### src/rtl/fifo_flow_fsm_if.sv
// ---------------------------------------------------------------------------
// fifo_flow_fsm_if
// Groups the control/status signals of the FIFO switch main state machine.
//   master : the side that drives init, the threshold inputs and the FIFO
//            flags (datapath / configuration logic, or a testbench).
//   slave  : the fifo_flow_fsm controller itself.
// Signals:
//   init            level-sensitive request to enter/stay in INIT
//   umbral_hi_in    almost-full threshold to load
//   umbral_lo_in    almost-empty threshold to load
//   in_fifos_empty  empty flags of the 4 input FIFOs
//   out_fifos_empty empty flags of the 4 output FIFOs
//   fifo_errors     error pulses; [3:0] input FIFOs, [7:4] output FIFOs
//   state           current state code
//   umbral_hi/lo    latched thresholds
//   arb_enable      arbiter may pop/push
//   idle_out        high in IDLE
//   error_out       high in ERROR
//   error_src       sticky OR of fifo_errors seen since entering ERROR
//   cfg_invalid     last threshold check in INIT failed
// ---------------------------------------------------------------------------
interface fifo_flow_fsm_if #(
    parameter int THRESH_W = 3
);
    logic                init;
    logic [THRESH_W-1:0] umbral_hi_in;
    logic [THRESH_W-1:0] umbral_lo_in;
    logic [3:0]          in_fifos_empty;
    logic [3:0]          out_fifos_empty;
    logic [7:0]          fifo_errors;
    logic [2:0]          state;
    logic [THRESH_W-1:0] umbral_hi;
    logic [THRESH_W-1:0] umbral_lo;
    logic                arb_enable;
    logic                idle_out;
    logic                error_out;
    logic [7:0]          error_src;
    logic                cfg_invalid;

    modport master (
        output init, umbral_hi_in, umbral_lo_in,
               in_fifos_empty, out_fifos_empty, fifo_errors,
        input  state, umbral_hi, umbral_lo, arb_enable,
               idle_out, error_out, error_src, cfg_invalid
    );

    modport slave (
        input  init, umbral_hi_in, umbral_lo_in,
               in_fifos_empty, out_fifos_empty, fifo_errors,
        output state, umbral_hi, umbral_lo, arb_enable,
               idle_out, error_out, error_src, cfg_invalid
    );
endinterface

### src/rtl/fifo_flow_fsm.sv
// ---------------------------------------------------------------------------
// fifo_flow_fsm
// Main control FSM of the 4-in/4-out FIFO switch. Sequences the datapath
// through RESET -> INIT -> IDLE <-> ACTIVE, latches the shared almost-full /
// almost-empty thresholds while in INIT, gates the arbiter with arb_enable
// and traps any FIFO overflow/underflow into a sticky ERROR state that only
// reset leaves.
// Ports:
//   clk    rising-edge clock
//   reset  synchronous, active-low reset
//   bus    fifo_flow_fsm_if.slave (see interface header for signal list)
// All outputs are registered and decoded from the next state (Moore).
// Optional feature: define THRESH_CHECK_EN to validate thresholds on the
// way out of INIT (lo < hi and hi <= FIFO_DEPTH-1); invalid values keep the
// FSM in INIT with cfg_invalid set. Without it cfg_invalid is always 0.
// ---------------------------------------------------------------------------
module fifo_flow_fsm #(
    parameter int THRESH_W   = 3,
    parameter int FIFO_DEPTH = 8
) (
    input logic              clk,
    input logic              reset,
    fifo_flow_fsm_if.slave   bus
);

    typedef enum logic [2:0] {
        S_RESET  = 3'd0,
        S_INIT   = 3'd1,
        S_IDLE   = 3'd2,
        S_ACTIVE = 3'd3,
        S_ERROR  = 3'd4
    } state_e;

    state_e              state_q, state_d;
    logic [THRESH_W-1:0] umbral_hi_q, umbral_hi_d;
    logic [THRESH_W-1:0] umbral_lo_q, umbral_lo_d;
    logic [7:0]          error_src_q, error_src_d;
    logic                cfg_invalid_q, cfg_invalid_d;
    logic                arb_enable_q, idle_out_q, error_out_q;
    logic                any_error;
    logic                thresh_ok;

    assign any_error = |bus.fifo_errors;

`ifdef THRESH_CHECK_EN
    localparam int unsigned HI_MAX = FIFO_DEPTH - 1;
    assign thresh_ok = (bus.umbral_lo_in < bus.umbral_hi_in) &&
                       (32'(bus.umbral_hi_in) <= HI_MAX);
`else
    assign thresh_ok = 1'b1;
`endif

    // NOTE: every signal written here gets a default first, so no path
    // leaves it unassigned and no latch is inferred.
    always_comb begin
        state_d       = state_q;
        umbral_hi_d   = umbral_hi_q;
        umbral_lo_d   = umbral_lo_q;
        error_src_d   = error_src_q;
        cfg_invalid_d = cfg_invalid_q;

        case (state_q)
            S_RESET: state_d = S_INIT;  // fifo_errors deliberately ignored

            S_INIT: begin
                umbral_hi_d = bus.umbral_hi_in;
                umbral_lo_d = bus.umbral_lo_in;
                if (any_error) begin
                    state_d     = S_ERROR;
                    error_src_d = bus.fifo_errors;
                end else if (!bus.init) begin
                    if (thresh_ok) state_d       = S_IDLE;
                    else           cfg_invalid_d = 1'b1;
                end
            end

            S_IDLE: begin
                if (any_error) begin
                    state_d     = S_ERROR;
                    error_src_d = bus.fifo_errors;
                end else if (bus.init) begin
                    state_d = S_INIT;
                end else if (!(&bus.in_fifos_empty)) begin
                    state_d = S_ACTIVE;
                end
            end

            S_ACTIVE: begin
                if (any_error) begin
                    state_d     = S_ERROR;
                    error_src_d = bus.fifo_errors;
                end else if (bus.init) begin
                    state_d = S_INIT;
                end else if ((&bus.in_fifos_empty) && (&bus.out_fifos_empty)) begin
                    // Only return to IDLE once the output side has drained too.
                    state_d = S_IDLE;
                end
            end

            S_ERROR: error_src_d = error_src_q | bus.fifo_errors;

            default: state_d = S_RESET;  // illegal codes 5..7
        endcase

        // The flag only describes a pending INIT; it drops as soon as we leave.
        if (state_d != S_INIT) cfg_invalid_d = 1'b0;
`ifndef THRESH_CHECK_EN
        cfg_invalid_d = 1'b0;
`endif
    end

    // NOTE: sequential state uses non-blocking assignments so every flop
    // samples the pre-edge values computed above.
    always_ff @(posedge clk) begin
        if (!reset) begin
            state_q       <= S_RESET;
            umbral_hi_q   <= '0;
            umbral_lo_q   <= '0;
            error_src_q   <= '0;
            cfg_invalid_q <= 1'b0;
            arb_enable_q  <= 1'b0;
            idle_out_q    <= 1'b0;
            error_out_q   <= 1'b0;
        end else begin
            state_q       <= state_d;
            umbral_hi_q   <= umbral_hi_d;
            umbral_lo_q   <= umbral_lo_d;
            error_src_q   <= error_src_d;
            cfg_invalid_q <= cfg_invalid_d;
            arb_enable_q  <= (state_d == S_IDLE) || (state_d == S_ACTIVE);
            idle_out_q    <= (state_d == S_IDLE);
            error_out_q   <= (state_d == S_ERROR);
        end
    end

    assign bus.state       = state_q;
    assign bus.umbral_hi   = umbral_hi_q;
    assign bus.umbral_lo   = umbral_lo_q;
    assign bus.error_src   = error_src_q;
    assign bus.cfg_invalid = cfg_invalid_q;
    assign bus.arb_enable  = arb_enable_q;
    assign bus.idle_out    = idle_out_q;
    assign bus.error_out   = error_out_q;

endmodule
### src/flat_wrapper.sv
// flat-port wrapper written by rule: the top's interface ports become plain ports
module fifo_flow_fsm_flat 
#(
    parameter int THRESH_W   = 3,
    parameter int FIFO_DEPTH = 8
)
  (clk, reset, bus_init, bus_umbral_hi_in, bus_umbral_lo_in, bus_in_fifos_empty, bus_out_fifos_empty, bus_fifo_errors, bus_state, bus_umbral_hi, bus_umbral_lo, bus_arb_enable, bus_idle_out, bus_error_out, bus_error_src, bus_cfg_invalid);
  fifo_flow_fsm_if #(.THRESH_W(THRESH_W)) bus_i ();
  input logic clk;
  input logic reset;
  input wire logic [$bits(bus_i.init)-1:0] bus_init;
  input wire logic [$bits(bus_i.umbral_hi_in)-1:0] bus_umbral_hi_in;
  input wire logic [$bits(bus_i.umbral_lo_in)-1:0] bus_umbral_lo_in;
  input wire logic [$bits(bus_i.in_fifos_empty)-1:0] bus_in_fifos_empty;
  input wire logic [$bits(bus_i.out_fifos_empty)-1:0] bus_out_fifos_empty;
  input wire logic [$bits(bus_i.fifo_errors)-1:0] bus_fifo_errors;
  output wire logic [$bits(bus_i.state)-1:0] bus_state;
  output wire logic [$bits(bus_i.umbral_hi)-1:0] bus_umbral_hi;
  output wire logic [$bits(bus_i.umbral_lo)-1:0] bus_umbral_lo;
  output wire logic [$bits(bus_i.arb_enable)-1:0] bus_arb_enable;
  output wire logic [$bits(bus_i.idle_out)-1:0] bus_idle_out;
  output wire logic [$bits(bus_i.error_out)-1:0] bus_error_out;
  output wire logic [$bits(bus_i.error_src)-1:0] bus_error_src;
  output wire logic [$bits(bus_i.cfg_invalid)-1:0] bus_cfg_invalid;
  assign bus_i.init = bus_init;
  assign bus_i.umbral_hi_in = bus_umbral_hi_in;
  assign bus_i.umbral_lo_in = bus_umbral_lo_in;
  assign bus_i.in_fifos_empty = bus_in_fifos_empty;
  assign bus_i.out_fifos_empty = bus_out_fifos_empty;
  assign bus_i.fifo_errors = bus_fifo_errors;
  assign bus_state = bus_i.state;
  assign bus_umbral_hi = bus_i.umbral_hi;
  assign bus_umbral_lo = bus_i.umbral_lo;
  assign bus_arb_enable = bus_i.arb_enable;
  assign bus_idle_out = bus_i.idle_out;
  assign bus_error_out = bus_i.error_out;
  assign bus_error_src = bus_i.error_src;
  assign bus_cfg_invalid = bus_i.cfg_invalid;
  fifo_flow_fsm #(.THRESH_W(THRESH_W), .FIFO_DEPTH(FIFO_DEPTH)) u_core (.clk(clk), .reset(reset), .bus(bus_i));
endmodule
### config.mk
export PLATFORM = sky130hd
export DESIGN_NAME = fifo_flow_fsm_flat
export DESIGN_NICKNAME = d
export VERILOG_FILES = /design/src/rtl/fifo_flow_fsm_if.sv /design/src/rtl/fifo_flow_fsm.sv /design/src/flat_wrapper.sv
export SDC_FILE = /design/constraint.sdc
export NUM_CORES = 1
export LEC_CHECK = 0
export ABC_AREA = 1
export CAP_MARGIN = 20
export CORE_MARGIN = 2
export CORE_UTILIZATION = 25
export DETAILED_ROUTE_END_ITERATION = 10
export HOLD_SLACK_MARGIN = 0.15
export PLACE_DENSITY_LB_ADDON = 0.3
export SLEW_MARGIN = 25
export SYNTH_ARGS = -nofsm -noshare
export SYNTH_HDL_FRONTEND = slang
export SYNTH_SLANG_ARGS = --single-unit
### constraint.sdc
create_clock -name clk -period 2.72 [get_ports clk]
set_input_delay 0.68 -clock clk [delete_from_list [all_inputs] [get_ports clk]]
set_output_delay 0.68 -clock clk [all_outputs]
set_load 0.02 [all_outputs]
### Cell density map, run 1

Scale: 4 px per um. The die is cut into 6 by 6 equal tiles; white is low, dark blue is high, 0 to 100% covered.
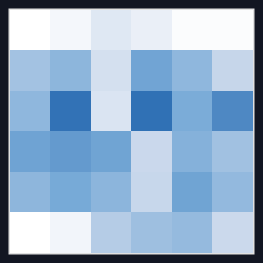
11% of the tiles are nearly empty. The densest ninth of the die: middle left. The fullest tile reaches 74%. The emptiest ninth of the die: upper right. The mean over all tiles is 34%.

### Track usage over the die, run 1

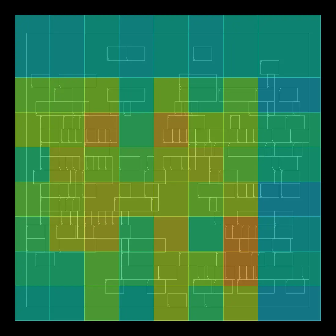
met1 usage: 13.8%
GRT Util Overall: 11.3%
grt peak-use layer: met2
met3 global-route usage: 4.26%
met2 Track Usage GR: 18.4%

==> qor.txt, run 1 <==
status - finished clean
Max Slew Vio Count - 0
clock root cell - clkbuf_4
pre-CTS setup slack - 0.670 ns
total routed wirelength - 1970 um
Synth top cell by count - nand2_1
CP Capture Type - primary output
WP buf/inv - 1
Late-Pin Clk Latency - 0.30 ns
Max clock buf depth - 2
DRC - 0
OpenROAD warnings - 26
CP max FO - 4
crit path launch type - flop
drt initial violations - 38
grt ovf - 0
Crit Path Class - flop to primary output
share of cells above drive strength 1 - 7.10%
top cells, area - dfxtp_1 50%, nand2_1 12%, nor2_1 9.8%
adder share - 0%
Yosys warnings - 0
hold depth - 2
diodes inserted - 0
Num CTS Buffers - 3
number of routed nets with antenna violations - 0
hold buffers post-CTS - 0
1st-pass router iterations - 4
DR WL/cell - 9.88 um
Floorplan Nets - 134
post-CTS setup buffers - 0
yosys stat area - 805 sq um
comb area leader - simple AND/OR/NAND/NOR gates
Final min period - 2.07 ns
Fin Hold WS - 0.476 ns
crit path cell chain - clkdlybuf4s50_1
synthesis-to-finish area growth - 64.7%
Placed Cells - 195
### Clock network drawn from the DEF, run 1

Scale: 10 px per um.
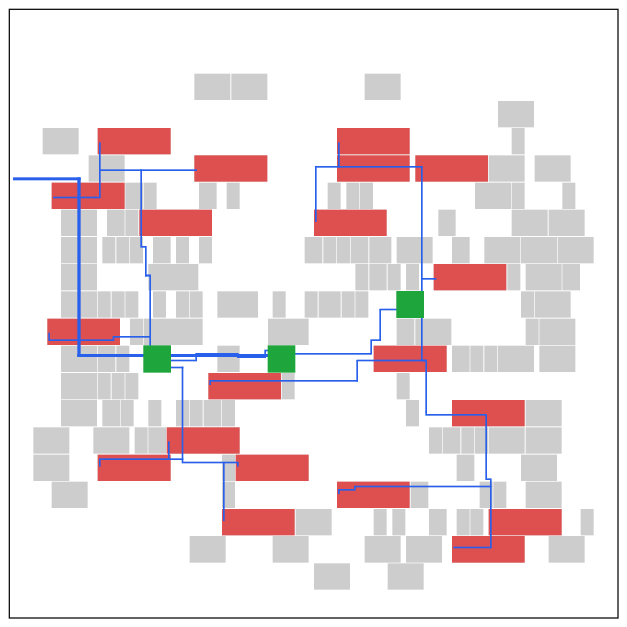
Key: green = cells driving clock nets [count 3]; blue = clock wires [length 269 um]; red = flip-flops [count 20]
There are 4 routed clock nets.

### PDN straps and rails, run 1

Scale: 8 px per um. Pins as bars on the die edge.
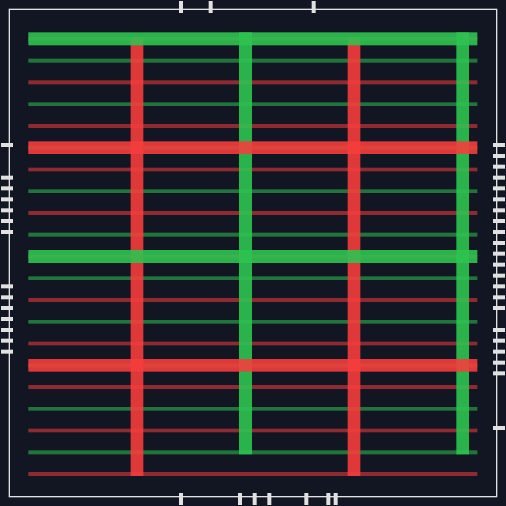
Key: green = VDD; red = VSS
4 straps on met5. 21 met1 rails follow the rows. The core has 20 rows. 4 straps on met4. 46 signal pins sit on the boundary.

## run 1: per-layer routing
metal / vias up / track usage, % / part of all wire [%]
met5: - / 0 / 0
met4: 0 / 3.73 / 0.86
met3: 2 / 4.26 / 10
met2: 36 / 18.4 / 42
met1: 354 / 13.8 / 46
li1: 432 / - / -
## run 1: kinds of logic after synthesis
family,after synthesis
AND/OR/NAND/NOR,56
flip-flops,20
AND-OR/OR-AND,18
buffers and inverters,14
other,1
## run 1: cell type report
cell class	instances	area, sq um
Fill cell	320	1730
Timing Repair Buffer	44	440
Sequential cell	20	400
Multi-Input combinational cell	75	348
Tap cell	44	55.1
Inverter	12	45.0
Clock buffer	4	36.3
## run 1: registers in the layout (all words and copies together), names as in the netlist
register / flops
u_core.bus.idle_out: 1
u_core.bus.umbral_lo: 3
u_core.bus.error_out: 1
u_core.bus.error_src: 8
u_core.bus.state: 3
u_core.bus.umbral_hi: 3
u_core.bus.arb_enable: 1
## run 1: layout by cell type (no fill, tap or decap)
cell	instances
clkbuf_4	3
o21ai_1	2
dfxtp_1	20
conb_1	1
nand2_1	26
clkinv_1	1
o21ai_4	1
nor2_2	1
nand2_4	1
a21oi_1	9
nor2_1	21
inv_2	1
nand4_1	1
nand3_1	3
o21ai_0	6
nand2_2	1
clkdlybuf4s50_1	44
inv_1	10
nand3_2	1
nor2_4	1
clkbuf_8	1
## run 1: where the power goes
part / total (mW) / internal [mW] / switching (mW)
clock network: 0.174 / 0.0816 / 0.0920
logic: 0.210 / 0.104 / 0.106
registers: 0.339 / 0.321 / 0.0177
## run 1: tightest hold or removal path: cells and delay by family (launching register included)
family / cells / cell delay [ns]
AND/OR/NAND/NOR: 1 / 0.06
flip-flops: 1 / 0.33
AND-OR/OR-AND: 1 / 0.05
## run 1: path summary, 6_finish.rpt
| check | start | to | slack [ns] |
|---|---|---|---|
| min | u_core.bus.error_src[7] | u_core.bus.error_src[7] | 0.48 |
| min reg2reg | u_core.bus.error_src[7] | u_core.bus.error_src[7] | 0.48 |
| max | u_core.bus.state[2] | bus_state[2] | 0.65 |
| max reg2reg | u_core.bus.state[1] | u_core.bus.error_src[1] | 1.53 |
### Routed metal, one colour a layer, run 1

Scale: 10 px per um. Two of the layers only.
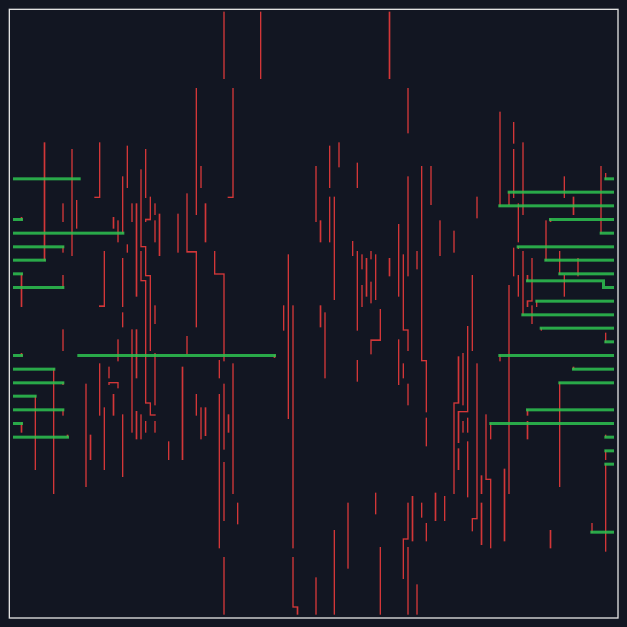

==> run 2, diff against run 1 <==
Clock period 2.72 ns to 1.76 ns, I/O delays scaled along.
### Routed metal, one colour a layer, run 2

Scale: 10 px per um. Two of the layers only.
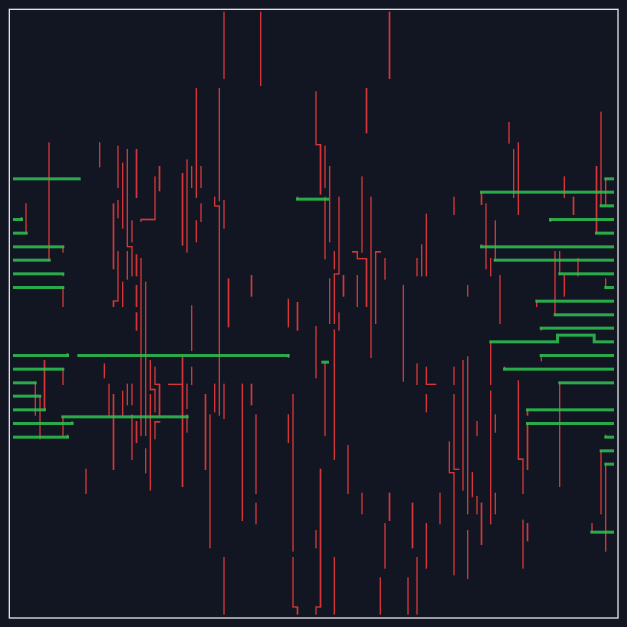
Key: red = met2 [wire length 816 um]; green = met3 [wire length 224 um]

==> run 2 against run 1 <==
Compared with the run above: final cell count is 1.0% higher; worst hold slack hardly changed; sequential power is 55% higher; critical path type unchanged.
==> qor.txt, run 2 <==
Num CTS Buffers - 3 (unchanged)
CP max FO - 2 (-2)
CTS Sinks - 20
gpl congestion - 0.697
yosys stat area - 805 sq um (unchanged)
OpenROAD warnings - 26 (unchanged)
Floorplan Nets - 134 (unchanged)
power per cell area - 828 mW/mm^2
ys flop type - dfxtp_1
Final min period - 1.71 ns
DR WL/cell - 9.67 um (-2.2%)
Post-synth EDFFs - 0
Max clock buf depth - 2 (unchanged)
worst reg2reg path endpoint - u_core.bus.error_src[4]
GRT Util Overall - 11.5% (+0.17 points)
Hold Crit Start - u_core.bus.error_src[1]
Crit Path Class - flop to primary output
vias in the first global route - 756
Max Freq - 586 MHz
synthesis-to-finish area growth - 66.4%
WP buf/inv - 1 (unchanged)
Critical Path End - bus_error_src[2]
crit path launch type - flop
grt ovf - 0 (unchanged)
diodes inserted - 0 (unchanged)
hold buffers post-CTS - 0 (unchanged)
DRC - 0 (unchanged)
most frequent logic cell in the layout - clkdlybuf4s50_1
reg2reg setup slack - 0.59 ns (-0.94 ns)
Core Region - 0.00305 sq mm
Largest register FFs - 8 (unchanged)
status - finished clean
share of the synthesized area in the top cell type - 49.8%
top cells, area - dfxtp_1 50%, nand2_1 12%, nor2_1 9.8%
clock root cell - clkbuf_4
Max Slew Vio Count - 0 (unchanged)
most frequent cells in the layout - 40 x clkdlybuf4s50_1, 26 x nand2_1, 21 x nor2_1
Distinct lib cells used - 20
Yosys warnings - 0 (unchanged)
r2r startpoint - u_core.bus.state[1]
total routed wirelength - 1940 um (-1.2%)
crit path DRT - 1.32 ns
Synth top cell by count - nand2_1
Late-Pin Clk Latency - 0.29 ns (about the same)
drt initial violations - 12 (-68%)
Placed Cells - 197 (+1.0%)
Worst setup startpoint - u_core.bus.error_src[2]
share of cells above drive strength 1 - 8.28% (+1.2 points)
==> run 2: cell counts after synthesis <==
No cell type changed its count.
==> run 2: worst min path at each step <==
stage,end,slack [ns],cells after the start
6_report,u_core.bus.error_src[1],0.48,2
3_5_place_dp,u_core.bus.error_src[1],0.47,2
5_1_grt,u_core.bus.error_src[6],0.50,2
4_1_cts,u_core.bus.error_src[1],0.48,2
2_1_floorplan,u_core.bus.error_src[0],0.54,2
3_3_place_gp,u_core.bus.error_src[4],0.46,2
==> run 2: power breakdown <==
group	leakage (nW)	switching (mW)	internal, mW
Sequential	0.164	0.0275	0.497
Clock	0.0210	0.130	0.126
Combinational	0.409	0.166	0.162
==> run 2: what timing repair did <==
item	in CTS	in global routing
buffers inserted	0	0
pin swaps	0	0
resized	3	1
endpoints found under the setup margin	3	1
==> run 2: kinds of logic (layout without fill, tap and decap cells) <==
logic type | Yosys count | in the layout | share of synthesized area (%)
compound gates | 18 | 18 | 12.6
simple gates | 56 | 56 | 30.2
flops | 20 | 20 | 49.8
other cells | 1 | 1 | 0.466
buf+inv | 14 | 62 | 7.00
==> run 2: layer usage <==
layer	wire length [um]	GRT usage, %	vias up	part of all wire [%]
met3	224	3.20	4	12
li1	-	-	434	-
met2	816	18.1	40	42
met4	34	6.52	0	1.7
met1	869	14.1	333	45
met5	0	0	-	0
==> run 2: layout make-up <==
class                      instances  area [sq um]
fill                             344          1710
tap                               44          55.1
multi-input combinational         75           348
clock buffer                       4          36.3
timing repair buffer              46           454
inverter                          12          45.0
sequential                        20           400
==> run 2: metrics by stage <==
stage          hold slack, ns  setup slack, ns  area, sq um  power, mW  utilization, %
2_1_floorplan           0.542            0.543          805      0.699               -
3_3_place_gp            0.461           0.0791         1300      0.863            42.7
3_5_place_dp            0.466           0.0318         1300      0.869            42.7
4_1_cts                 0.484           0.0375         1340       1.13            43.8
5_1_grt                 0.501          0.00302         1340       1.17            43.9
6_report                0.476           0.0542         1340       1.11            43.9
Power figures rest on the tool's default switching activity, not on a simulated workload.
